===== config.mk =====
export PLATFORM = sky130hd
export DESIGN_NAME = processador_multiciclo_param
export DESIGN_NICKNAME = d
export VERILOG_FILES = /design/src/rtl/processador_multiciclo_param.sv
export SDC_FILE = /design/constraint.sdc
export NUM_CORES = 1
export LEC_CHECK = 0
export CAP_MARGIN = 15
export CORE_AREA = 2 2 183 185
export DETAILED_ROUTE_END_ITERATION = 8
export DIE_AREA = 0 0 185 187
export GPL_ROUTABILITY_DRIVEN = 0
export RECOVER_POWER = 100
export SKIP_CTS_REPAIR_TIMING = 1
export SLEW_MARGIN = 20
export SYNTH_ARGS = -nofsm -noshare
export SYNTH_HDL_FRONTEND = slang
export SYNTH_SLANG_ARGS = --single-unit
export TNS_END_PERCENT = 20

===== constraint.sdc =====
create_clock -name Clock -period 5.6 [get_ports Clock]
set_clock_uncertainty 0.15 [all_clocks]
set_input_delay 1.4 -clock Clock [delete_from_list [all_inputs] [get_ports Clock]]
set_output_delay 1.4 -clock Clock [all_outputs]
set_load 0.1 [all_outputs]

===== src/rtl/processador_multiciclo_param.sv =====
// Parametrised multicycle CPU core: NREGS x DATA_W register file, A/G registers and one shared bus.
// Each instruction is fetched from DIN in T0 and executes over T1..T3; Done marks its final step.
module processador_multiciclo_param #(
  parameter int DATA_W = 16,
  parameter int NREGS  = 8
) (
  input  logic              Clock,
  input  logic              Reset,
  input  logic              Run,
  input  logic [DATA_W-1:0] DIN,
  output logic              Done,
  output logic [DATA_W-1:0] BusWires,
  output logic [1:0]        Tstep,
  output logic [DATA_W-1:0] Rx_data,
  output logic [DATA_W-1:0] Ry_data
);
  localparam int RB  = $clog2(NREGS);
  localparam int IW  = 3 + 2 * RB;
  localparam int SHW = $clog2(DATA_W);

  typedef enum logic [1:0] {T0, T1, T2, T3} step_t;
  typedef enum logic [2:0] {
    OP_MV, OP_MVI, OP_ADD, OP_SUB, OP_AND, OP_SLT, OP_MVNZ, OP_SLL
  } op_t;
  typedef enum logic [2:0] {SEL_NONE, SEL_RX, SEL_RY, SEL_G, SEL_DIN} bus_sel_t;

  step_t               step_q, step_d;
  logic [IW-1:0]       ir_q;
  logic [DATA_W-1:0]   regs [NREGS];
  logic [DATA_W-1:0]   a_q, g_q, alu_res;
  op_t                 op;
  logic [RB-1:0]       rx, ry;
  bus_sel_t            bus_sel;
  logic                ir_wr, rx_wr, a_wr, g_wr, done;

  assign op = op_t'(ir_q[IW-1 -: 3]);
  assign rx = ir_q[2*RB-1:RB];
  assign ry = ir_q[RB-1:0];

  assign Rx_data = regs[rx];
  assign Ry_data = regs[ry];
  assign Tstep   = step_q;
  assign Done    = done;

  // Step sequencing and per-step control; the step register is the only FSM state.
  always_comb begin
    step_d  = step_q;
    bus_sel = SEL_NONE;
    ir_wr   = 1'b0;
    rx_wr   = 1'b0;
    a_wr    = 1'b0;
    g_wr    = 1'b0;
    done    = 1'b0;
    case (step_q)
      T0: begin
        if (Run) begin
          ir_wr  = 1'b1;
          step_d = T1;
        end
      end
      T1: begin
        case (op)
          OP_MV: begin
            bus_sel = SEL_RY;
            rx_wr   = 1'b1;
            done    = 1'b1;
          end
          OP_MVI: begin
            bus_sel = SEL_DIN;
            rx_wr   = 1'b1;
            done    = 1'b1;
          end
          OP_MVNZ: begin
            if (g_q != '0) begin
              bus_sel = SEL_RY;
              rx_wr   = 1'b1;
            end
            done = 1'b1;
          end
          default: begin
            bus_sel = SEL_RX;
            a_wr    = 1'b1;
            step_d  = T2;
          end
        endcase
      end
      T2: begin
        bus_sel = SEL_RY;
        g_wr    = 1'b1;
        step_d  = T3;
      end
      T3: begin
        bus_sel = SEL_G;
        rx_wr   = 1'b1;
        done    = 1'b1;
      end
      default: step_d = T0;
    endcase
    if (done) step_d = T0;
  end

  always_comb begin
    case (bus_sel)
      SEL_RX:  BusWires = regs[rx];
      SEL_RY:  BusWires = regs[ry];
      SEL_G:   BusWires = g_q;
      SEL_DIN: BusWires = DIN;
      default: BusWires = '0;
    endcase
  end

  // Second operand always comes from the bus in T2; the shift amount is truncated to SHW bits.
  always_comb begin
    case (op)
      OP_SUB:  alu_res = a_q - BusWires;
      OP_AND:  alu_res = a_q & BusWires;
      OP_SLT:  alu_res = {{(DATA_W-1){1'b0}}, ($signed(a_q) < $signed(BusWires))};
      OP_SLL:  alu_res = a_q << BusWires[SHW-1:0];
      default: alu_res = a_q + BusWires;
    endcase
  end

  always_ff @(posedge Clock) begin
    if (Reset) begin
      step_q <= T0;
      ir_q   <= '0;
      a_q    <= '0;
      g_q    <= '0;
      for (int i = 0; i < NREGS; i++) regs[i] <= '0;
    end else begin
      step_q <= step_d;
      if (ir_wr) ir_q <= DIN[IW-1:0];
      if (a_wr)  a_q  <= BusWires;
      if (g_wr)  g_q  <= alu_res;
      if (rx_wr) regs[rx] <= BusWires;
    end
  end
endmodule


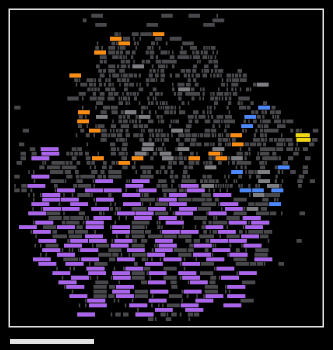
**Above:** sequential cells colored by netlist name.
The bar under the picture is 50 µm long. Other sequential cells in the stronger gray, the rest of the logic in the fainter gray.
[purple] regs | flops: 128
[blue] ir_q | flops: 9 | where: east
[orange] a_q | flops: 16
[yellow] Tstep | flops: 2
not colored: 22
power of the sequential group: 1.72 mW
utilization after layout: 40.5%
Seq area share: 36.3%
sequential cell area in the final layout: 4840 µm²

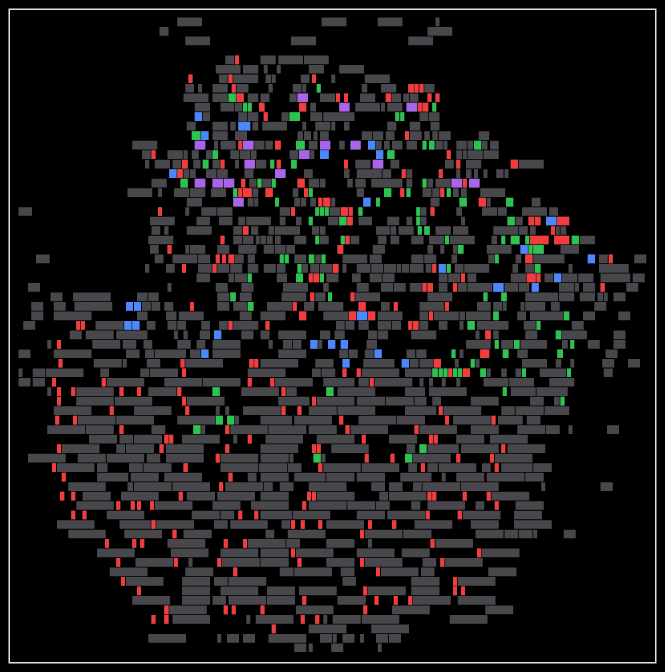
**Above:** gate-type map.
[blue] and/or cells | cells: 28 | most used: and3_1
[green] nand cells | cells: 98 | most used: nand2_1
[red] nor cells | cells: 228 | most used: nor2_1
[purple] xor and xnor cells | cells: 17 | most used: xnor2_1 | where: north

==> impl_metrics.toml <==
# synthesis and place-and-route metrics
[outcome]
status = "complete, but fails checks"
failed_checks = "DRC"

[timing]
final_max_slew_viol_count = 0
unrepaired_setup_endpoints_after_global_routing = "false"
setup_viol = 0
worst_slew_margin_relative_to_its_limit_pct = 5.71
period_needed_ns = 5.36
max_slew.worst_pin.slew_ns = 1.41
hold_viol_final = 0
fin_setup_tns_ns = 0
maxClockFrequency_mhz = 187
fin_crit_sh_pct = 95.6

[logic_synthesis]
syn_area_um2 = 11300
average_cell_area_after_synthesis_um2 = 10.8
synth_top_cell_by_count = "nor2_1"
largest_area_cell = "edfxtp_1"
post_synth_most_frequent_cells = "189 x nor2_1, 128 x edfxtp_1, 64 x mux4_2"
syn_nets = 1113
edf_count = 128
ff_type = "edfxtp_1"
ys_cells = 1049
yosys_area_um2 = 11300
asyncSetResetFlopFracSynth_pct = 0
yosysSeqAreaShare_pct = 42.7
syn-instance-count = 1049
synth_flop_count = 177
synth_largest_type_area_fraction_pct = 34.1
synth_cell_types = 71
yosys_warnings = 0
synthTopCellsByArea = "edfxtp_1 34%, mux4_2 13%, dfxtp_1 8.7%, nor2_1 6.3%, ha_1 4.8%"

[drt]
finalWirelength_mm = 38.7
postRouteAntennaNets = 0
drt-initial-drc-count = 1045
route.detailed.vias_per_inst = 5.86
drcViolationCount = 1
num_vias = 9325
drt-pass1-iter-count = 9
wl_per_cell_um = 24.3

[global_routing]
vias_in_the_first_global_route = 8913
number_of_antenna_violations_at_the_first_check_in_global_routing = 0
grt_max_degree = 33
grt_overflow_total = 0
grt.total_usage_pct = 22.4
grt_first_pass_wirelength_mm = 57.2

[cts]
clock-root-buffer = "clkbuf_16"
cts_sinks = 177
cts_htree_levels = 4
cts.clk_slew.worst_paths_ns = 0.09
numCtsBuffers = 17
cts_tree = "built"
clock_path_buffers = 2

[floorplan]
row_count = 67
fp-utilization_pct = 34.3
core-area_um2 = 32900
chip_footprint_um2 = 34600
die_height_um = 187
chip_width_um = 185
boundaryPins = 70

[run]
log.warning_count = 49
maxCapViolations = 0

[pwr]
comb_power_share_pct = 54.5
switching_share_pct = 49.2
leakage_component_of_the_power_nw = 4.74
p_int_mw = 3.29
power_per_cell_area_nw_per_um2 = 487
max-vdd-ir-drop_uv = 402
sequentialPowerShare_pct = 26.5
power_switching_mw = 3.19

[place]
dp_hpwl_mm = 27.7
quantity_of_i_o_buffers_inserted_on_ports = 69

[layout]
antenna_cells = 0
synthToLayoutAreaGrowth_pct = 18.0
final.fill_count = 3206
multiInputGateArea_um2 = 6020
design.final.nets = 1193
final_layout_size_suffix_gt1_share_pct = 18.7

[worst_setup_path]
rr_worst_depth = 16
endpoint_kind = "register"
critical_path.max_fanout = 14
critical_path_required_ns = 5.82
setup.reg_to_reg.worst_slack_ns = 0.24
criticalPathCategory = "reg -> reg"
setup.worst_path.start_class = "register"
crit_arrival_ns = 5.58
timing.rr.end = "g_q[15]"

[min_path]
min_path_type = "reg -> reg"
timing.hold.worst_path_depth = 2
hold_crit_start = "ir_q[0]"
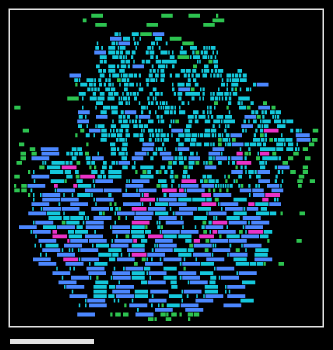
**Above:** placement by cell class.
The bar under the picture is 50 µm long.
[blue] sequential cells | cells: 177
[green] remaining buffers and delay cells | cells: 139
[magenta] clock drivers and dummy loads | cells: 32
[cyan] combinational and other logic | cells: 794

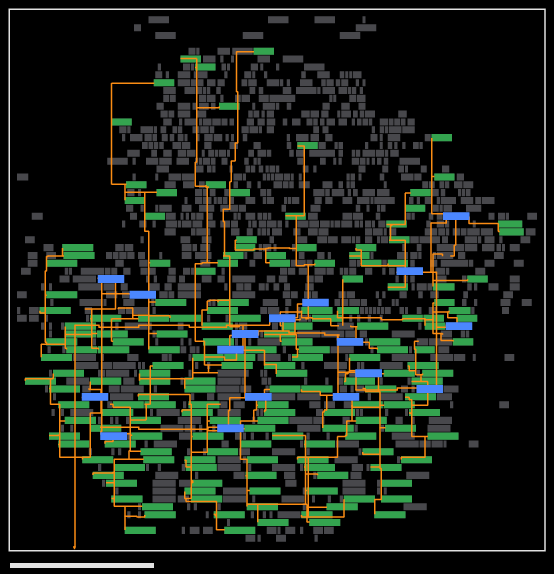
**Above:** clock network drawn from the DEF.
The bar under the picture is 50 µm long.
[blue] clock drivers | count: 17
[green] flip-flops | count: 177
[orange] clock wires | length: 2450 µm
routed clock nets: 18
clock network fraction of total power: 19.0%
clk pwr: 1.23 mW
insertion delay of the later-clocked pin in the worst-skew pair: 0.45 ns

## logic make-up after synthesis
| family | Yosys count | synth area share [%] |
|---|---|---|
| multiplexers | 135 | 19.5 |
| flip-flops | 177 | 42.7 |
| adder cells (fa/ha/maj) | 45 | 5.12 |
| XOR/XNOR | 17 | 1.32 |
| AND-OR/OR-AND | 199 | 13.0 |
| buffers and inverters | 122 | 4.29 |
| AND/OR/NAND/NOR | 354 | 14.1 |
## worst max path at each step
stage	startpoint	slack, ns	cells after the start	end
final	register	0.24	16	g_q[15]
after global routing	register	0.02	16	g_q[0]
after CTS	register	0.32	8	BusWires[11]
after detailed placement	DIN[5]	0.21	14	g_q[15]
after global placement	DIN[5]	0.25	14	g_q[15]
after floorplan	register	0.003	19	g_q[15]
## per-layer routing
metal  GRT usage, %  vias to the layer above  part of all wire, %
met5              0                        -                    0
met4           9.10                        0                  3.9
met3           3.56                       82                  8.6
met2           35.0                      503                   46
met1           31.1                     4640                   41
li1               -                     4100                    -
## final cells by class
class,count,share of cell area (%)
Clock buffer,17,3.20
Timing Repair Buffer,139,8.47
Sequential cell,177,36.3
Multi-Input combinational cell,750,45.2
Clock inverter,15,1.28
Inverter,44,1.31
Tap cell,448,4.21
## through the flow
step | instances | cell area, µm² | total power, mW | hold WS [ns] | worst slack (ns)
floorplan | 1049 | 11400 | 4.24 | 0.286 | 0.00298
global placement | 1558 | 12900 | 5.31 | 0.288 | 0.253
detailed placement | 1558 | 13000 | 5.33 | 0.300 | 0.211
CTS | 1590 | 13500 | 6.56 | 0.311 | 0.323
global route | 1590 | 13300 | 6.73 | 0.345 | 0.0154
finish | 1590 | 13300 | 6.48 | 0.313 | 0.245
## flip-flops by register name, indices dropped and copies added (netlist names), named ones only
name   count
a_q       16
g_q       16
regs     128
Tstep      2
ir_q       9
## cells in the final DEF (no fill, tap or decap), types with 13 or more instances in the layout
cell type	netlist	layout
dlygate4sd3_1	0	20
edfxtp_1	128	128
clkbuf_1	61	43
mux2_2	34	27
mux2i_1	32	32
buf_4	0	44
a21oi_1	31	31
dfxtp_1	49	44
clkbuf_16	0	17
nand2b_1	20	20
a221oi_1	19	20
nand2_1	54	54
ha_1	43	40
clkdlybuf4s50_1	0	16
mux4_2	64	64
nor2_1	189	189
nand3_1	19	19
o21ai_0	29	34
nor3_1	19	18
inv_1	40	37
and3_1	13	13
a211oi_1	21	21
## power groups by stage
stage | Combinational, mW | Clock (mW) | Sequential, mW
2_1_floorplan | 2.56 | 0 | 1.68
3_3_place_gp | 3.58 | 0 | 1.74
3_5_place_dp | 3.58 | 0 | 1.74
4_1_cts | 3.60 | 1.25 | 1.71
5_1_grt | 3.71 | 1.29 | 1.74
6_report | 3.53 | 1.23 | 1.72
## worst max-delay path, cell delays in order, from the launching register on
cell	delay, ns
dfxtp_2	0.69
mux4_2	0.57
mux2_1	0.39
and3_1	0.22
a221oi_1	0.18
a21boi_2	0.32
clkinvlp_4	0.18
ha_4	0.29
or2_2	0.12
o31a_1	0.12
o41ai_1	0.08
or4_1	0.47
a31oi_1	0.27
a221oi_1	0.17
or4b_2	0.62
a21o_1	0.17
a311oi_1	0.25
Power is estimated from default activity; no workload was simulated.
